--- src/rtl/instr_decode.sv ---
// Registered instruction decoder for the 16-bit RISC core.
// Fetch-side valid/ready handshake, a downstream stall, and a one-entry skid
// buffer let fetch and execute stall independently without losing or
// duplicating an instruction. Decoded fields come straight from the output
// register; write-enable and illegal flags are decoded when it loads.
module instr_decode #(
    parameter int COUNT_W   = 16,
    parameter int REG_SEL_W = 3
) (
    input  logic                 I_clk,
    input  logic                 I_rst,
    input  logic                 I_en,
    input  logic                 I_flush,
    input  logic                 I_valid,
    input  logic [15:0]          I_instr,
    output logic                 O_ready,
    input  logic                 I_stall,
    output logic                 O_valid,
    output logic [3:0]           O_aluop,
    output logic [REG_SEL_W-1:0] O_selD,
    output logic [REG_SEL_W-1:0] O_selA,
    output logic [REG_SEL_W-1:0] O_selB,
    output logic                 O_immsel,
    output logic [7:0]           O_imm,
    output logic                 O_regwe,
    output logic                 O_illegal,
    output logic [COUNT_W-1:0]   O_count
);

    // Every legal opcode writes a register except WRITE, JUMP and JUMPEQ.
    function automatic logic decodeRegWe(input logic [3:0] op);
        return (op <= 4'hB) && (op != 4'h7);
    endfunction

    // Opcodes 0xE and 0xF are unassigned.
    function automatic logic decodeIllegal(input logic [3:0] op);
        return op >= 4'hE;
    endfunction

    logic [15:0]        skidInstr_p0;
    logic               skidFull_p0;
    logic [15:0]        outInstr_p1;
    logic               vld_p1;
    logic               regwe_p1;
    logic               illegal_p1;
    logic [COUNT_W-1:0] countQ;

    logic               readyC;
    logic               acceptC;
    logic               handoffC;
    logic               outAdvanceC;
    logic [15:0]        srcInstrC;

    // Handshake qualifiers; the skid entry is older than anything on the input.
    always_comb begin
        readyC      = I_en & ~skidFull_p0 & ~I_flush;
        acceptC     = I_valid & readyC;
        handoffC    = vld_p1 & ~I_stall & I_en & ~I_flush;
        outAdvanceC = ~vld_p1 | ~I_stall;
        srcInstrC   = skidFull_p0 ? skidInstr_p0 : I_instr;
    end

    // Output register, skid buffer and issue counter; flush beats everything.
    always_ff @(posedge I_clk or posedge I_rst) begin
        if (I_rst) begin
            skidInstr_p0 <= '0;
            skidFull_p0  <= 1'b0;
            outInstr_p1  <= '0;
            vld_p1       <= 1'b0;
            regwe_p1     <= 1'b0;
            illegal_p1   <= 1'b0;
            countQ       <= '0;
        end else if (I_en) begin
            if (I_flush) begin
                vld_p1      <= 1'b0;
                skidFull_p0 <= 1'b0;
            end else begin
                if (outAdvanceC) begin
                    if (skidFull_p0 || acceptC) begin
                        outInstr_p1 <= srcInstrC;
                        regwe_p1    <= decodeRegWe(srcInstrC[15:12]);
                        illegal_p1  <= decodeIllegal(srcInstrC[15:12]);
                        vld_p1      <= 1'b1;
                        skidFull_p0 <= 1'b0;
                    end else begin
                        vld_p1 <= 1'b0;
                    end
                end else if (acceptC) begin
                    skidInstr_p0 <= I_instr;
                    skidFull_p0  <= 1'b1;
                end
                if (handoffC) begin
                    countQ <= countQ + COUNT_W'(1);
                end
            end
        end
    end

    // Field extraction; control flags are gated by valid.
    always_comb begin
        O_ready   = readyC;
        O_valid   = vld_p1;
        O_aluop   = outInstr_p1[15:12];
        O_selD    = outInstr_p1[11:9];
        O_immsel  = outInstr_p1[8];
        O_selA    = outInstr_p1[7:5];
        O_selB    = outInstr_p1[4:2];
        O_imm     = outInstr_p1[7:0];
        O_regwe   = vld_p1 & regwe_p1;
        O_illegal = vld_p1 & illegal_p1;
        O_count   = countQ;
    end

endmodule

--- config.mk ---
export PLATFORM = sky130hd
export DESIGN_NAME = instr_decode
export DESIGN_NICKNAME = d
export VERILOG_FILES = /design/src/rtl/instr_decode.sv
export SDC_FILE = /design/constraint.sdc
export NUM_CORES = 1
export LEC_CHECK = 0
export ABC_CLOCK_PERIOD_IN_PS = 2100
export CAP_MARGIN = 20
export CORE_UTILIZATION = 45
export CTS_CLUSTER_DIAMETER = 150
export DETAILED_ROUTE_END_ITERATION = 6
export PLACE_DENSITY = 0.75
export SYNTH_ARGS = -nofsm -noshare
export SYNTH_HDL_FRONTEND = slang
export SYNTH_SLANG_ARGS = --single-unit
--- constraint.sdc ---
create_clock -name I_clk -period 2.1 [get_ports I_clk]
set_input_delay 0.525 -clock I_clk [delete_from_list [all_inputs] [get_ports I_clk]]
set_output_delay 0.525 -clock I_clk [all_outputs]
set_load 0.1 [all_outputs]
==> flow_metrics.py, run 1 <==
# Generated from Yosys and OpenROAD reports
metrics = {
    "run_status": {
        "outcome": "complete, no violations",
    },
    "floorplanning": {
        "rows": 26,
        "die_w_um": 76.0,
        "die_h_um": 76.0,
    },
    "synthesis": {
        "ys_chip_area_um2": 2460,
        "mux_share_pct": 15.8,
        "compound_area_share_pct": 6.40,
        "syn_inst": 198,
        "adder_share_pct": 0.508,
        "ys_seq_share_pct": 52.8,
        "syn-mean-instance-area_um2": 12.4,
        "top_area_cell": "dfrtp_1",
        "async_flop_share_pct": 100,
        "ys_types": 35,
        "xor_area_share_pct": 5.33,
        "synthTopCellsByArea": "dfrtp_1, mux2i_1, mux2_4",
        "ys_top_logic_family": "multiplexers",
    },
    "cells_and_area": {
        "diodes": 0,
        "seqCellArea_um2": 1300,
        "fill_cells": 431,
        "syn_to_final_growth_pct": 31.8,
        "logic_area_um2": 1010,
        "post-route-util_pct": 62.4,
        "mostFrequentLayoutCell": "dfrtp_1",
    },
    "clock_network": {
        "cts_hold_buf": 0,
        "tritoncts": "yes",
        "path_clk_slew_ns": 0.09,
        "clkSinkCount": 52,
    },
    "final_timing": {
        "tns_ns": 0,
        "rsz0062_at_grt": "no",
        "slew_headroom_pct": 77.7,
        "fin_skew_ns": 0.00411,
        "finalHoldViolCount": 0,
        "min_period_over_period_pct": 97.1,
        "maxSlewViolCount": 0,
        "fmax_mhz": 491,
        "setup_viol": 0,
    },
    "critical_path": {
        "slowest_delay_ns": 0.55,
        "reg2regPathDepth": 6,
        "critPathMaxFanout": 2,
        "reg2reg_slack_ns": 0.51,
        "cp.buffers_inverters": 3,
        "endpoint_kind": "output port",
        "slowest_stage": "clkdlybuf4s50_1",
        "required_ns": 1.57,
        "critPathArrivalTime_ns": 1.51,
        "path_cells": "clkdlybuf4s50_1 > nand2b_4 > nor2_4 > buf_4 > buf_12",
        "r2r-end": "outInstr_p1[2]$_DFFE_PP0P_",
        "crit_family": "buffers and inverters",
    },
    "power": {
        "cellLeakagePower_nw": 1.48,
        "p_per_area_nw_per_um2": 1140,
    },
    "global_routing": {
        "grt_max_degree": 53,
        "grt_antenna_before_repair": 0,
        "grt_first_pass_wirelength_mm": 7.76,
        "grt_pass1_vias": 1620,
    },
    "detailed_routing": {
        "ant_nets": 0,
        "routedWlPerCell_um": 13.5,
        "finalWirelength_mm": 4.50,
        "vias": 1654,
    },
    "hold_path": {
        "min_to": "O_count[15]$_DFFE_PP0P_",
        "min_path_type": "flip-flop to flip-flop",
        "hold_depth": 1,
    },
    "run": {
        "cap_violations": 0,
    },
    "placed_design": {
        "gp_congestion": 0.722,
        "place_ws_ns": -0.0593,
    },
}
-- run 1: flip-flops by register name, indices dropped and copies added (netlist names) --
register	flops
skidInstr_p0	16
O_count	16
regwe_p1	1
O_valid	1
outInstr_p1	16
illegal_p1	1
skidFull_p0	1
-- run 1: worst max path at each step --
stage / slack (ns) / endpoint / cells past startpoint
2_1_floorplan: -0.02 / skidInstr_p0[10]$_DFFE_PP0P_ / 6
3_3_place_gp: -0.02 / O_count[10]$_DFFE_PP0P_ / 7
3_5_place_dp: -0.06 / O_count[8]$_DFFE_PP0P_ / 7
4_1_cts: 0.06 / O_ready / 5
5_1_grt: 0.02 / O_ready / 5
6_report: 0.06 / O_ready / 5
-- run 1: per-stage QoR --
stage                     hold slack, ns  total power [W]  instances  instance area (um^2)
after global routing               0.519          0.00387        334                  3250
after floorplan                    0.480          0.00277        198                  2470
after global placement             0.458          0.00315        326                  3160
final                              0.471          0.00371        334                  3250
after CTS                          0.478          0.00376        334                  3250
after detailed placement           0.461          0.00317        326                  3160
-- run 1: area by class of cell --
class                           instances  area share, %
Timing Repair Buffer                   73           22.7
Clock inverter                          3          0.693
Tap cell                               70           2.70
Multi-Input combinational cell        127           31.2
Inverter                                4          0.462
Sequential cell                        52           40.1
Clock buffer                            5           2.12
-- run 1: power breakdown --
part	internal [W]	total [W]	switching (W)	leakage, nW
registers	0.00120	0.00136	0.000160	0.641
clock network	0.000239	0.000574	0.000335	0.0485
logic	0.000479	0.00178	0.00130	0.794
total	0.00192	0.00371	0.00180	1.48
-- run 1: metal layers --
layer	routed length, um	vias to the layer above	global-route usage (%)
li1	-	806	-
met1	2050	806	21.9
met2	2210	38	27.9
met3	212	4	3.95
met4	23	0	4.62
met5	0	-	0
### I/O nets highlighted, run 1

(6 px per um)
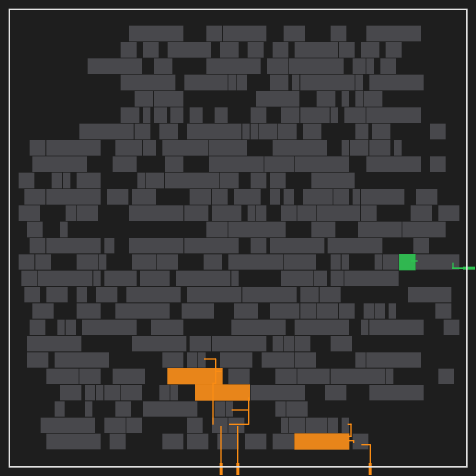
O_illegal: marked green, bits 1, direction output, end cells 1, buffers 1, wire 3.50 um. O_selD: marked orange, bits 3, direction output, end cells 3, buffers 3, wire 45.9 um.
port bufs: 63
IO Pins: 64

### Signal wires by layer, run 1

(4 px per um)
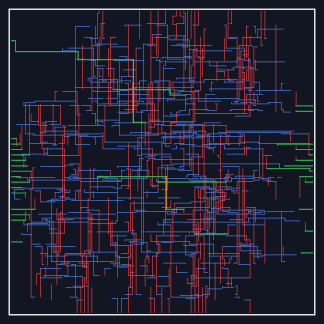
metal 1: marked blue, wire length 2050 um. metal 2: marked red, wire length 2210 um. metal 4: marked orange, wire length 23.8 um. metal 3: marked green, wire length 213 um.

### Clock nets, run 1

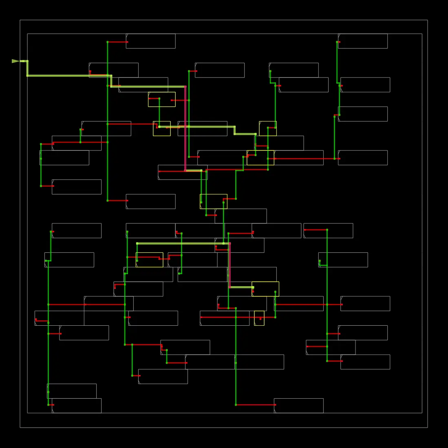
Flops: 52
CTS Buf Count: 5
Layout clock buffers: 5
Clk. pwr: 0.000574 W

==> run 2: changes to the inputs <==
GPL_ROUTABILITY_DRIVEN = 0   (was default)
### I/O nets highlighted, run 2

(6 px per um)
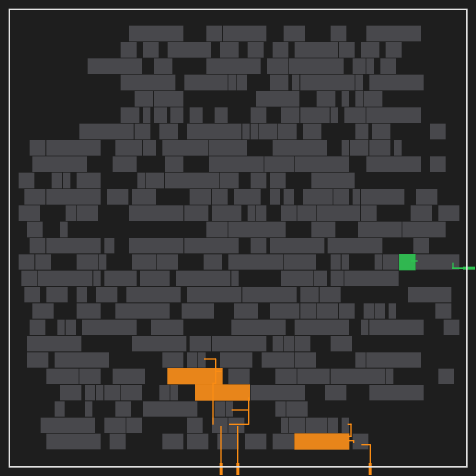
O_selD: marked orange, bits 3, direction output, end cells 3, buffers 3, wire 45.9 um. O_illegal: marked green, bits 1, direction output, end cells 1, buffers 1, wire 3.50 um.

### Clock nets, run 2

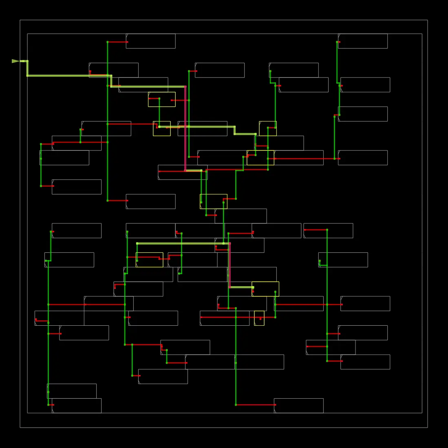
Setup Skew: 0.00411 ns
Insertion Delay late pin: 0.31 ns
CTS sink count: 52

==> run 2 against run 1 <==
  * Synthesized cell count unchanged
  * Utilization unchanged
  * Synthesized area unchanged
  * Combinational power about the same
  * Clock power about the same
  * Critical path type unchanged
==> flow_metrics.py, run 2 <==
# Generated from Yosys and OpenROAD reports
metrics = {
    "run_status": {
        "outcome": "complete, no violations",
    },
    "final_timing": {
        "fmax_mhz": 491,
        "min_period_over_period_pct": 97.1,
        "slew_headroom_pct": 77.7,
        "worst_slew_pin_slew_ns": 0.334,
        "tns_ns": 0,
        "maxSlewViolCount": 0,
        "setup_viol": 0,
        "finalHoldViolCount": 0,
    },
    "critical_path": {
        "path_depth": 5,
        "reg2regPathDepth": 6,
        "slowest_stage": "clkdlybuf4s50_1",
        "path_cells": "clkdlybuf4s50_1 > nand2b_4 > nor2_4 > buf_4 > buf_12",
        "cp.buffers_inverters": 3,
        "crit_end": "O_ready",
        "critPathArrivalTime_ns": 1.51,
        "reg2reg_slack_ns": 0.51,
        "crit_family": "buffers and inverters",
        "critPathMaxFanout": 2,
        "required_ns": 1.57,
        "endpoint_kind": "output port",
        "slowest_delay_ns": 0.55,
        "r2r-end": "outInstr_p1[2]$_DFFE_PP0P_",
    },
    "floorplanning": {
        "die_w_um": 76.0,
        "rows": 26,
    },
    "run": {
        "cap_violations": 0,
    },
    "power": {
        "cellLeakagePower_nw": 1.48,
        "p_per_area_nw_per_um2": 1140,
    },
    "cells_and_area": {
        "seqCellArea_um2": 1300,
        "syn_to_final_growth_pct": 31.8,
        "fin_area_um2": 3250,
        "fill_cells": 431,
        "mostFrequentLayoutCell": "dfrtp_1",
        "logic_area_um2": 1010,
        "diodes": 0,
        "post-route-util_pct": 62.4,
    },
    "synthesis": {
        "top_cells_by_count": "dfrtp_1, nor2_1, a21oi_1, mux2i_1, mux2_4",
        "syn_inst": 198,
        "ys_seq_share_pct": 52.8,
        "async_flop_share_pct": 100,
        "ys_types": 35,
        "synthTopCellsByArea": "dfrtp_1, mux2i_1, mux2_4",
        "synth_nets": 221,
        "syn-mean-instance-area_um2": 12.4,
        "top_area_cell": "dfrtp_1",
        "ys_chip_area_um2": 2460,
        "synth_flops": 52,
        "yosysCellCount": 198,
    },
    "placed_design": {
        "place_area_um2": 3160,
        "portBuffers": 63,
        "place_ws_ns": -0.0593,
    },
    "detailed_routing": {
        "routedWlPerCell_um": 13.5,
        "vias": 1654,
        "ant_nets": 0,
        "finalWirelength_mm": 4.50,
    },
    "clock_network": {
        "path_clk_slew_ns": 0.09,
        "tritoncts": "yes",
        "cts_hold_buf": 0,
        "cts_buffers": 5,
    },
    "global_routing": {
        "grt_first_pass_wirelength_mm": 7.76,
        "grt_antenna_before_repair": 0,
        "grt_max_degree": 53,
    },
    "hold_path": {
        "hold_depth": 1,
        "min_path_type": "flip-flop to flip-flop",
    },
}
### Signal wires by layer, run 2

(4 px per um)
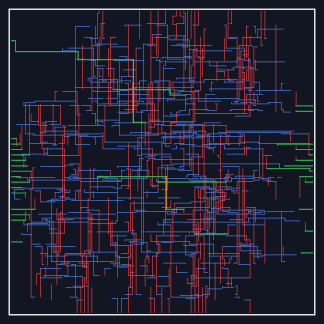
metal 4: marked orange, wire length 23.8 um. metal 1: marked blue, wire length 2050 um. metal 3: marked green, wire length 213 um. metal 2: marked red, wire length 2210 um.

[run 2: worst reg2reg max path: cells and delay by family (launching register included)]
| family | cells | cell delay, ns |
|---|---|---|
| and+or+nand+nor | 2 | 0.21 |
| buffers and inverters | 2 | 0.57 |
| AOI/OAI and AO/OA | 2 | 0.33 |
| DFF | 1 | 0.41 |
[run 2: power by group]
group	switching (W)	internal [W]	leakage, nW
clock	0.000335	0.000239	0.0485
sequential	0.000160	0.00120	0.641
combinational	0.00130	0.000479	0.794
total	0.00180	0.00192	1.48
[run 2: cell type report]
cell class,instances,share of cell area (%)
Sequential cell,52,40.1
Multi-Input combinational cell,127,31.2
Timing Repair Buffer,73,22.7
Tap cell,70,2.70
Clock buffer,5,2.12
Clock inverter,3,0.693
Inverter,4,0.462
[run 2: per-stage QoR]
stage	total power [W]	hold slack (ns)	std cells
final	0.00371	0.471	334
after global routing	0.00387	0.519	334
after CTS	0.00376	0.478	334
after detailed placement	0.00317	0.461	326
after global placement	0.00315	0.458	326
after floorplan	0.00277	0.480	198
[run 2: logic make-up after synthesis]
kind of cell | after synthesis | synth area share, %
buffers and inverters | 19 | 6.19
flip-flops | 52 | 52.8
AND/OR/NAND/NOR | 52 | 13.0
AND-OR/OR-AND | 26 | 6.40
adder cells (fa/ha/maj) | 1 | 0.508
multiplexers | 33 | 15.8
XOR/XNOR | 15 | 5.33
[run 2: per-layer routing]
metal | track usage, % | part of all wire [%] | vias to the layer above
li1 | - | - | 806
met1 | 21.9 | 46 | 806
met2 | 27.9 | 49 | 38
met3 | 3.95 | 4.7 | 4
met4 | 4.62 | 0.51 | 0
met5 | 0 | 0 | -
==> run 3: changes to the inputs <==
CTS_CLUSTER_DIAMETER = 120   (was 150)
### Drive-strength map, run 3

(4 px per um)
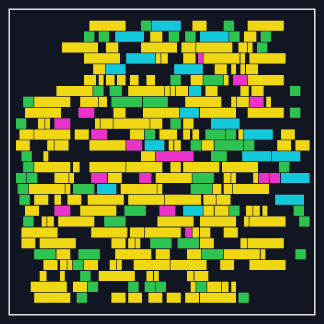
_0 and _1 cells: marked yellow, cells 174, share 66%, most used dfrtp_1. _6 and larger: marked cyan, cells 17, share 6.4%, most used buf_12. _2 cells: marked magenta, cells 15, share 5.7%, most used mux2_2. _3 and _4 cells: marked green, cells 58, share 22%, most used buf_4.
area delta synth->final: 31.8%
Buffers excl. clock: 73
worst setup margin: 0.0615 ns
Post-Layout Inst Area: 3250 um^2

### Signal wires by layer, run 3

(4 px per um)
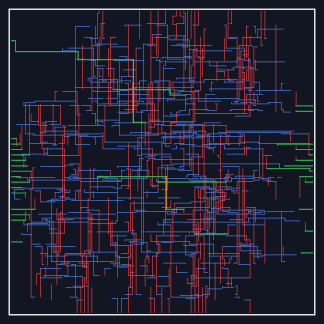
metal 1: marked blue, wire length 2050 um. metal 2: marked red, wire length 2210 um. metal 4: marked orange, wire length 23.8 um. metal 3: marked green, wire length 213 um.
Vias: 1654
routed wire length: 4.50 mm

==> run 3 against run 2 <==
  * Cell count unchanged
  * Sequential share of layout area unchanged
  * Sequential cell count unchanged
  * Non-clock buffer count unchanged
  * Routed wire length unchanged
  * Worst setup slack unchanged
  * Final area unchanged
  * Count of clock-buffer cells in the layout unchanged
  * Utilization unchanged
  * Highest routed layer unchanged
==> flow_metrics.py, run 3 <==
# Generated from Yosys and OpenROAD reports
metrics = {
    "final_timing": {
        "worst_slew_pin_slew_ns": 0.334,
        "fin_crit_ns": 2.04,
        "finalHoldViolCount": 0,
        "setup_viol": 0,
        "maxSlewViolCount": 0,
        "fmax_mhz": 491,
        "slew_headroom_pct": 77.7,
        "fin_skew_ns": 0.00411,
        "min_period_over_period_pct": 97.1,
        "rsz0062_at_grt": "no",
    },
    "placed_design": {
        "portBuffers": 63,
        "place_inst": 326,
    },
    "critical_path": {
        "timing.rr.start": "skidFull_p0$_DFFE_PP0P_",
        "r2r-end": "outInstr_p1[2]$_DFFE_PP0P_",
        "critPathArrivalTime_ns": 1.51,
        "critPathMaxFanout": 2,
        "reg2regPathDepth": 6,
        "crit_end": "O_ready",
        "endpoint_kind": "output port",
        "reg2reg_slack_ns": 0.51,
        "required_ns": 1.57,
        "worst-setup-path-type": "primary input to output port",
        "crit_start": "I_en",
        "crit_path_start_kind": "primary input",
    },
    "synthesis": {
        "syn-mean-instance-area_um2": 12.4,
        "top_area_cell": "dfrtp_1",
        "synth-main-ff-cell": "dfrtp_1",
        "async_flop_share_pct": 100,
        "netlist.area_leader.share_pct": 52.8,
        "yosysWarnings": 0,
        "ys_seq_share_pct": 52.8,
        "synth-edff-count": 0,
        "synth_dominant_cell_count": "dfrtp_1",
        "syn-cell-area_um2": 2460,
        "synth_flops": 52,
        "yosysCellCount": 198,
        "synth_nets": 221,
        "ys_chip_area_um2": 2460,
        "top_cells_by_count": "dfrtp_1, nor2_1, a21oi_1, mux2i_1, mux2_4",
        "synthTopCellsByArea": "dfrtp_1, mux2i_1, mux2_4",
        "syn_inst": 198,
        "ys_types": 35,
    },
    "clock_network": {
        "root_buffer": "clkbuf_8",
        "tritoncts": "yes",
        "htreeDepth": 2,
        "clk_latency_ns": 0.31,
        "path_clk_slew_ns": 0.09,
        "cts_resized": 0,
        "cts_buffers": 5,
        "clockBufferDepth": 2,
        "clkSinkCount": 52,
        "cts_hold_buf": 0,
    },
    "detailed_routing": {
        "route.detailed.drc": 0,
        "routedWlPerCell_um": 13.5,
        "drtPass1Iterations": 4,
        "vias_per_cell": 4.95,
        "drtIter0Drc": 106,
        "ant_nets": 0,
    },
    "power": {
        "fin_total_pwr_w": 0.00371,
        "p_per_area_nw_per_um2": 1140,
        "worst_ir_drop_vdd_uv": 1010,
        "cellLeakagePower_nw": 1.48,
    },
    "run": {
        "cap_violations": 0,
        "openroad.warnings": 27,
    },
    "hold_path": {
        "worstHoldStart": "O_count[15]$_DFFE_PP0P_",
        "min_to": "O_count[15]$_DFFE_PP0P_",
        "hold_depth": 1,
        "min_path_type": "flip-flop to flip-flop",
    },
    "global_routing": {
        "track_usage_pct": 16.7,
        "grt_max_degree": 53,
        "grt_overflow": 0,
        "grt_antenna_before_repair": 0,
        "grt_first_pass_wirelength_mm": 7.76,
        "grt_pass1_vias": 1620,
    },
    "cells_and_area": {
        "fin_cells": 334,
        "diodes": 0,
        "post-route-util_pct": 62.4,
        "fin_nets": 286,
        "layout-drive-gt1-share_pct": 34.1,
        "fill_cells": 431,
        "mostFrequentLayoutCell": "dfrtp_1",
    },
    "floorplanning": {
        "die_h_um": 76.0,
        "dieArea_um2": 5780,
        "rows": 26,
        "core_area_um2": 5200,
        "die_w_um": 76.0,
        "pin_count": 64,
    },
    "run_status": {
        "outcome": "complete, no violations",
    },
}
### Logic cells by family, run 3

(4 px per um)
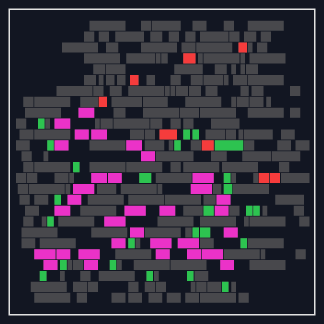
mux cells: marked magenta, cells 33. aoi and oai cells: marked green, cells 25. and/or cells: marked red, cells 8.

## run 3: layout make-up
class	instances	area, um^2	share of cell area [%]
tap	70	87.6	2.70
clock buffer	5	68.8	2.12
clock inverter	3	22.5	0.693
sequential	52	1300	40.1
inverter	4	15.0	0.462
timing repair buffer	73	738	22.7
multi-input combinational	127	1010	31.2
## run 3: logic make-up (layout without fill, tap and decap cells)
logic type / after synthesis / in the layout / share of synthesized area [%]
AND/OR/NAND/NOR: 52 / 52 / 13.0
multiplexers: 33 / 33 / 15.8
flip-flops: 52 / 52 / 52.8
buffers and inverters: 19 / 85 / 6.19
AND-OR/OR-AND: 26 / 26 / 6.40
XOR/XNOR: 15 / 15 / 5.33
adder cells (fa/ha/maj): 1 / 1 / 0.508
## run 3: metrics by stage
| step | TNS, ns | area, um^2 | hold WS, ns | setup slack (ns) |
|---|---|---|---|---|
| global route | 0 | 3250 | 0.519 | 0.0175 |
| floorplan | -0.190 | 2470 | 0.480 | -0.0190 |
| finish | 0 | 3250 | 0.471 | 0.0615 |
| global placement | -0.107 | 3160 | 0.458 | -0.0226 |
| detailed placement | -0.320 | 3160 | 0.461 | -0.0593 |
| CTS | 0 | 3250 | 0.478 | 0.0590 |
## run 3: power breakdown
part           internal, W  switching, W  total (W)  leakage (nW)
clock network     0.000239      0.000335   0.000574        0.0485
registers          0.00120      0.000160    0.00136         0.641
logic             0.000479       0.00130    0.00178         0.794
## run 3: worst max-delay path: stages
cell and delay [ns]:
clkdlybuf4s50_1 0.55, nand2b_4 0.08, nor2_4 0.08, buf_4 0.12
buf_12 0.16
## run 3: per-layer routing
layer | track usage [%] | share of wire, % | up-vias
met1 | 21.9 | 46 | 806
met4 | 4.62 | 0.51 | 0
li1 | - | - | 806
met3 | 3.95 | 4.7 | 4
met2 | 27.9 | 49 | 38
met5 | 0 | 0 | -
Power figures rest on the tool's default switching activity, not on a simulated workload.
